==> run_1/class_map.png <==
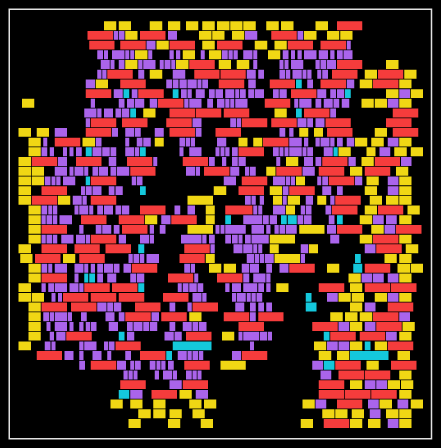
==> run_1/util_map.png <==
Scale bar: 20 um. The die is cut into 12 by 12 equal tiles; black is low, pale yellow is high, 0 to 100% covered.
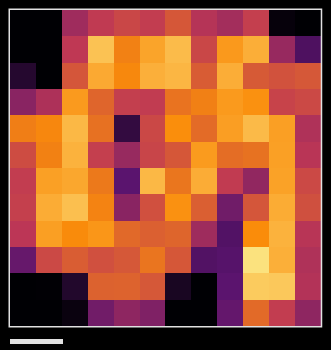
==> run_1/port_trees.png <==
Scale bar: 20 um.
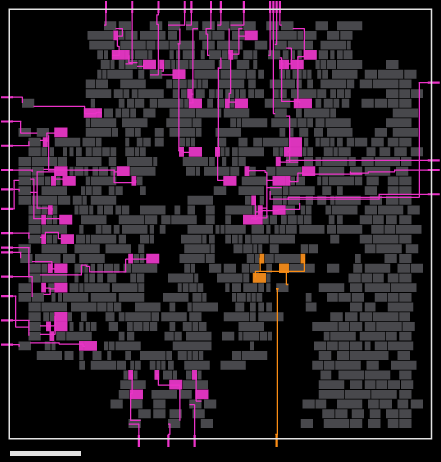
--- src/rtl/inst_fetch_unit.sv ---
// Instruction fetch unit: takes PCs from the incrementer, reads instruction memory
// over req/ack, and presents instruction + PC to decode under valid/ready.
module inst_fetch_unit #(
    parameter int                ADDR_W   = 32,
    parameter int                DATA_W   = 32,
    parameter int                TIMEOUT  = 16,
    parameter logic [DATA_W-1:0] NOP_WORD = '0
) (
    input  logic              Clk,
    input  logic              Rst,
    input  logic [ADDR_W-1:0] Pc_In,
    input  logic              Pc_Valid,
    output logic              Mem_Req,
    output logic [ADDR_W-1:0] Mem_Addr,
    input  logic              Mem_Ack,
    input  logic [DATA_W-1:0] Mem_Rdata,
    output logic [DATA_W-1:0] Inst_Out,
    output logic [ADDR_W-1:0] Inst_Pc,
    output logic              Inst_Valid,
    input  logic              Inst_Ready,
    output logic              Fetch_Err,
    output logic              Pc_Overrun
);

    localparam int               CNT_W       = $clog2(TIMEOUT + 1);
    localparam logic [CNT_W-1:0] TIMEOUT_CNT = CNT_W'(TIMEOUT);

    typedef enum logic [1:0] {
        IDLE = 2'd0,
        REQ  = 2'd1,
        HOLD = 2'd2
    } state_t;

    state_t            state;
    logic [CNT_W-1:0]  wait_cnt;
    logic [CNT_W-1:0]  wait_cnt_inc;
    logic [ADDR_W-1:0] pend_pc;
    logic              pend_full;
    logic [ADDR_W-1:0] next_pc;

    // A buffered PC is older than anything on Pc_In, so it is launched first.
    assign next_pc      = pend_full ? pend_pc : Pc_In;
    assign wait_cnt_inc = wait_cnt + 1'b1;

    // NOTE: every register here is updated with <= so all branches see pre-edge values.
    always_ff @(posedge Clk) begin
        if (Rst) begin
            state      <= IDLE;
            Mem_Req    <= 1'b0;
            Mem_Addr   <= '0;
            Inst_Out   <= '0;
            Inst_Pc    <= '0;
            Inst_Valid <= 1'b0;
            Fetch_Err  <= 1'b0;
            Pc_Overrun <= 1'b0;
            wait_cnt   <= '0;
            pend_pc    <= '0;
            pend_full  <= 1'b0;
        end else begin
            case (state)
                IDLE: begin
                    if (pend_full || Pc_Valid) begin
                        if (next_pc[1:0] == 2'b00) begin
                            Mem_Addr <= next_pc;
                            Mem_Req  <= 1'b1;
                            wait_cnt <= '0;
                            state    <= REQ;
                        end else begin
                            Inst_Out   <= NOP_WORD;
                            Inst_Pc    <= next_pc;
                            Fetch_Err  <= 1'b1;
                            Inst_Valid <= 1'b1;
                            state      <= HOLD;
                        end
                    end
                    // Draining the buffer while a new PC arrives refills it; not an overrun.
                    if (pend_full) begin
                        pend_pc   <= Pc_In;
                        pend_full <= Pc_Valid;
                    end
                end

                REQ: begin
                    wait_cnt <= wait_cnt_inc;
                    if (Mem_Ack) begin
                        Inst_Out   <= Mem_Rdata;
                        Inst_Pc    <= Mem_Addr;
                        Fetch_Err  <= 1'b0;
                        Inst_Valid <= 1'b1;
                        Mem_Req    <= 1'b0;
                        state      <= HOLD;
                    end else if (wait_cnt_inc == TIMEOUT_CNT) begin
                        Inst_Out   <= NOP_WORD;
                        Inst_Pc    <= Mem_Addr;
                        Fetch_Err  <= 1'b1;
                        Inst_Valid <= 1'b1;
                        Mem_Req    <= 1'b0;
                        state      <= HOLD;
                    end
                end

                HOLD: begin
                    if (Inst_Ready) begin
                        Inst_Valid <= 1'b0;
                        state      <= IDLE;
                    end
                end

                default: begin
                    Mem_Req    <= 1'b0;
                    Inst_Valid <= 1'b0;
                    state      <= IDLE;
                end
            endcase

            // While busy, every new PC lands in the buffer; newest wins.
            if (state != IDLE && Pc_Valid) begin
                pend_pc   <= Pc_In;
                pend_full <= 1'b1;
                if (pend_full) begin
                    Pc_Overrun <= 1'b1;
                end
            end
        end
    end

endmodule

--- config.mk ---
export PLATFORM = sky130hd
export DESIGN_NAME = inst_fetch_unit
export DESIGN_NICKNAME = d
export VERILOG_FILES = /design/src/rtl/inst_fetch_unit.sv
export SDC_FILE = /design/constraint.sdc
export NUM_CORES = 1
export LEC_CHECK = 0
export CORE_AREA = 2 2 116 118
export CTS_BUF_LIST = sky130_fd_sc_hd__clkbuf_2
export CTS_CLUSTER_SIZE = 14
export DETAILED_ROUTE_END_ITERATION = 12
export DIE_AREA = 0 0 118 120
export PLACE_DENSITY = 0.8
export SYNTH_ARGS = -nofsm -noshare
export SYNTH_HDL_FRONTEND = slang
export SYNTH_SLANG_ARGS = --single-unit
--- constraint.sdc ---
create_clock -name Clk -period 2.5 [get_ports Clk]
set_input_delay 0.625 -clock Clk [delete_from_list [all_inputs] [get_ports Clk]]
set_output_delay 0.625 -clock Clk [all_outputs]
set_load 0.01 [all_outputs]
==> results.py, run 1 <==
# Synthesis and PnR figures
metrics = {
    "die": {
        "fp-row-count": 42,
    },
    "pwr": {
        "comb-power_w": 0.00127,
        "p_int_w": 0.00350,
        "seq-power_w": 0.00257,
        "total_power_w": 0.00510,
        "p_switching_w": 0.00160,
    },
    "synthesis": {
        "synth-main-ff-cell": "dfxtp_1",
        "avgSynthCellArea_um2": 8.74,
        "ys_ff": 140,
        "yosys_warnings": 0,
        "yosys.area_share.adder": 0.00221,
        "synth.most_common_cell": "dfxtp_1",
        "netlist_instances": 649,
        "ys_sh_xor": 0,
    },
    "cells_and_area": {
        "flop_area_mm2": 0.00280,
        "fill_cells": 1111,
        "seq_share": 0.359,
        "comb_area_mm2": 0.00264,
        "fin_cells": 988,
        "num-multi-input-gates": 450,
        "sh_comb_area": 0.338,
    },
    "timing": {
        "slew_headroom": 0.357,
        "tns_ns": 0,
        "finalClockPeriodUsage": 0.929,
    },
    "global_route": {
        "grt_pass1_vias": 5099,
        "grt_antenna_before_repair": 0,
        "met2_usage": 0.382,
    },
    "hold_path": {
        "whs_endpoint": "state[0]",
        "worstHoldPathType": "primary input to flop",
    },
    "placed_design": {
        "dp_cells": 957,
        "dpl.hpwl_mm": 11.0,
        "preCtsSetupSlack_ns": 0.0357,
    },
    "cts": {
        "post_cts_buffers": 0,
        "numCtsBuffers": 17,
        "cts-root-buf": "clkbuf_2",
        "clk_path_buf_depth": 2,
        "cts.repair.resized": 0,
    },
    "route": {
        "ant_nets": 0,
        "wl_per_cell_um": 16.0,
        "wl_met1_mm": 6.63,
        "vias": 5278,
        "initialDrtViolationCount": 428,
        "dr.pass1.iters": 5,
        "highest-signal-layer": "met4",
    },
    "critical_path": {
        "rr_worst_depth": 5,
        "crit_path_top_delay_cell": "clkdlybuf4s50_1",
        "startpoint": "Mem_Addr[22]",
        "cp-end-kind": "output port",
        "timing.reg2reg.setup_slack_ns": 0.37,
    },
    "status": {
        "outcome": "completed",
    },
    "flow_run": {
        "cap_violations": 0,
    },
}
Notes on class_map.png above:
Yellow marks remaining buffers and delay cells, cells 189, share of their area 25%. Purple marks remaining logic cells, cells 452, share of their area 35%. Red marks registers, cells 140, share of their area 37%. Cyan marks clock drivers and dummy loads, cells 31, share of their area 2.9%.

Notes on util_map.png above:
The densest ninth of the die: left middle. The fullest tile reaches 94%. The mean over all tiles is 54%. 9.7% of the tiles are nearly empty.
fp_density: 0.437
final core utilization: 0.601
core box area: 0.0130 mm2

Notes on port_trees.png above:
Orange marks Mem_Ack, bits 1, direction input, edge bottom, end cells 4, wire 69.3 um. Magenta marks Pc_In, bits 32, direction input, edge 13 left, 12 top, 4 right, 3 bottom, end cells 66, wire 1,010 um.
Ports: 169
Port Buffers: 168

## run 1: cells in the final DEF (no fill, tap or decap), types with 2 or more instances in the layout
master / netlist / final
clkdlybuf4s50_1: 0 / 167
dfxtp_1: 140 / 139
nor2_1: 80 / 79
a21oi_1: 77 / 76
nand2_1: 72 / 72
o21ai_0: 36 / 36
a22o_1: 32 / 32
mux2i_1: 32 / 32
a211oi_1: 32 / 32
nor2b_1: 32 / 31
o31ai_1: 31 / 31
clkbuf_2: 1 / 18
buf_4: 1 / 16
buf_12: 0 / 6
a22oi_1: 4 / 4
clkinv_4: 0 / 3
clkinv_2: 0 / 3
clkinv_1: 0 / 3
or3_1: 2 / 2
a21o_1: 2 / 2
nand2b_1: 2 / 2
nor3_1: 2 / 2
nor3b_1: 2 / 2
bufinv_16: 0 / 2
clkinvlp_4: 0 / 2
==> run 1 -> run 2 <==
- CORE_AREA: 2 2 116 118 -> 2 2 88 154
- CTS_CLUSTER_DIAMETER: default -> 30
- DIE_AREA: 0 0 118 120 -> 0 0 90 156
- PLACE_DENSITY: 0.8 -> 0.81
==> results.py, run 2 <==
# Synthesis and PnR figures
metrics = {
    "synthesis": {
        "netlist_instances": 649,
        "synth.most_common_cell": "dfxtp_1",
        "synth-main-ff-cell": "dfxtp_1",
        "avgSynthCellArea_um2": 8.74,
        "yosys_warnings": 0,
        "syn_area_mm2": 0.00567,
    },
    "timing": {
        "slew_headroom": 0.362,
        "tns_ns": 0,
        "finalClockPeriodUsage": 0.927,
    },
    "cts": {
        "numCtsBuffers": 17,
        "cts.repair.resized": 0,
        "clk_path_buf_depth": 2,
        "post_cts_buffers": 0,
    },
    "cells_and_area": {
        "seq_share": 0.359,
        "post-route-util": 0.611,
        "comb_area_mm2": 0.00264,
        "fill_cells": 1161,
        "fin_cells": 981,
        "sh_comb_area": 0.338,
        "num-multi-input-gates": 450,
        "area_growth_pct": 37.8,
        "flop_area_mm2": 0.00280,
        "lay_top_count": "clkdlybuf4s50_1",
    },
    "flow_run": {
        "cap_violations": 0,
    },
    "placed_design": {
        "dpl.hpwl_mm": 11.1,
    },
    "route": {
        "highest-signal-layer": "met4",
        "vias": 5282,
        "drc_errors": 0,
        "ant_nets": 0,
        "wl_met1_mm": 5.90,
    },
    "critical_path": {
        "crit_path_top_delay_cell": "clkdlybuf4s50_1",
        "rr_worst_depth": 5,
        "timing.reg2reg.setup_slack_ns": 0.36,
        "path_buffers": 1,
    },
    "die": {
        "fp_util": 0.443,
        "fp-row-count": 55,
        "core_area_mm2": 0.0128,
        "boundaryPins": 169,
    },
    "pwr": {
        "seq-power_w": 0.00258,
        "total_power_w": 0.00523,
        "p_switching_w": 0.00163,
        "p_int_w": 0.00360,
        "comb-power_w": 0.00126,
        "p_leak_nw": 2.78,
    },
    "global_route": {
        "grt_pass1_vias": 5097,
        "met2_usage": 0.397,
    },
    "hold_path": {
        "worstHoldPathType": "primary input to flop",
    },
    "status": {
        "outcome": "completed",
    },
}
run 2: stage by stage:
| step | setup WS, ns | cell area, um2 | hold slack (ns) |
|---|---|---|---|
| after floorplan | 0.710 | 5670 | 0.432 |
| after global placement | 0.0849 | 7550 | 0.437 |
| after detailed placement | -0.0205 | 7550 | 0.444 |
| after CTS | 0.132 | 7810 | 0.285 |
| after global routing | 0.0820 | 7820 | 0.303 |
| final | 0.182 | 7820 | 0.337 |
run 2: cells by family after synthesis:
| logic type | Yosys count | share of synthesized area |
|---|---|---|
| multiplexers | 33 | 0.0585 |
| buffers and inverters | 59 | 0.0441 |
| AND/OR/NAND/NOR | 197 | 0.153 |
| AND-OR/OR-AND | 219 | 0.248 |
| flip-flops | 140 | 0.494 |
| adder cells (fa/ha/maj) | 1 | 0.00221 |
==> run_2/congestion_map.png <==
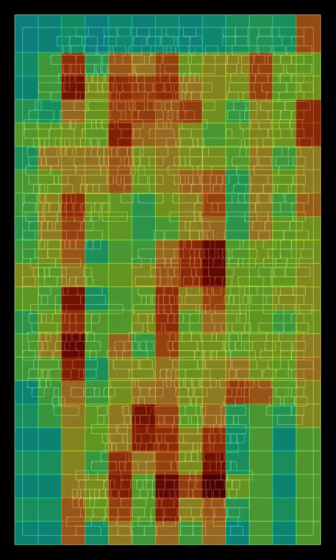
average wire per standard cell: 16.0 um
met3 global-route usage: 0.0522
GRT Total Usage: 0.218

==> run_2/class_map.png <==
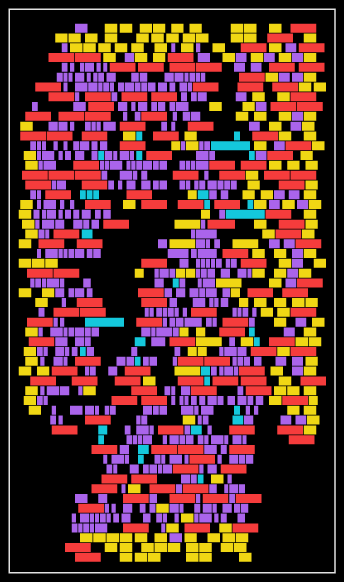
Red marks registers, cells 140, share of their area 37%. Yellow marks remaining buffers and delay cells, cells 186, share of their area 25%. Purple marks remaining logic cells, cells 452, share of their area 35%. Cyan marks clock drivers and dummy loads, cells 31, share of their area 3.4%.

Power and IR drop assume default switching activity.
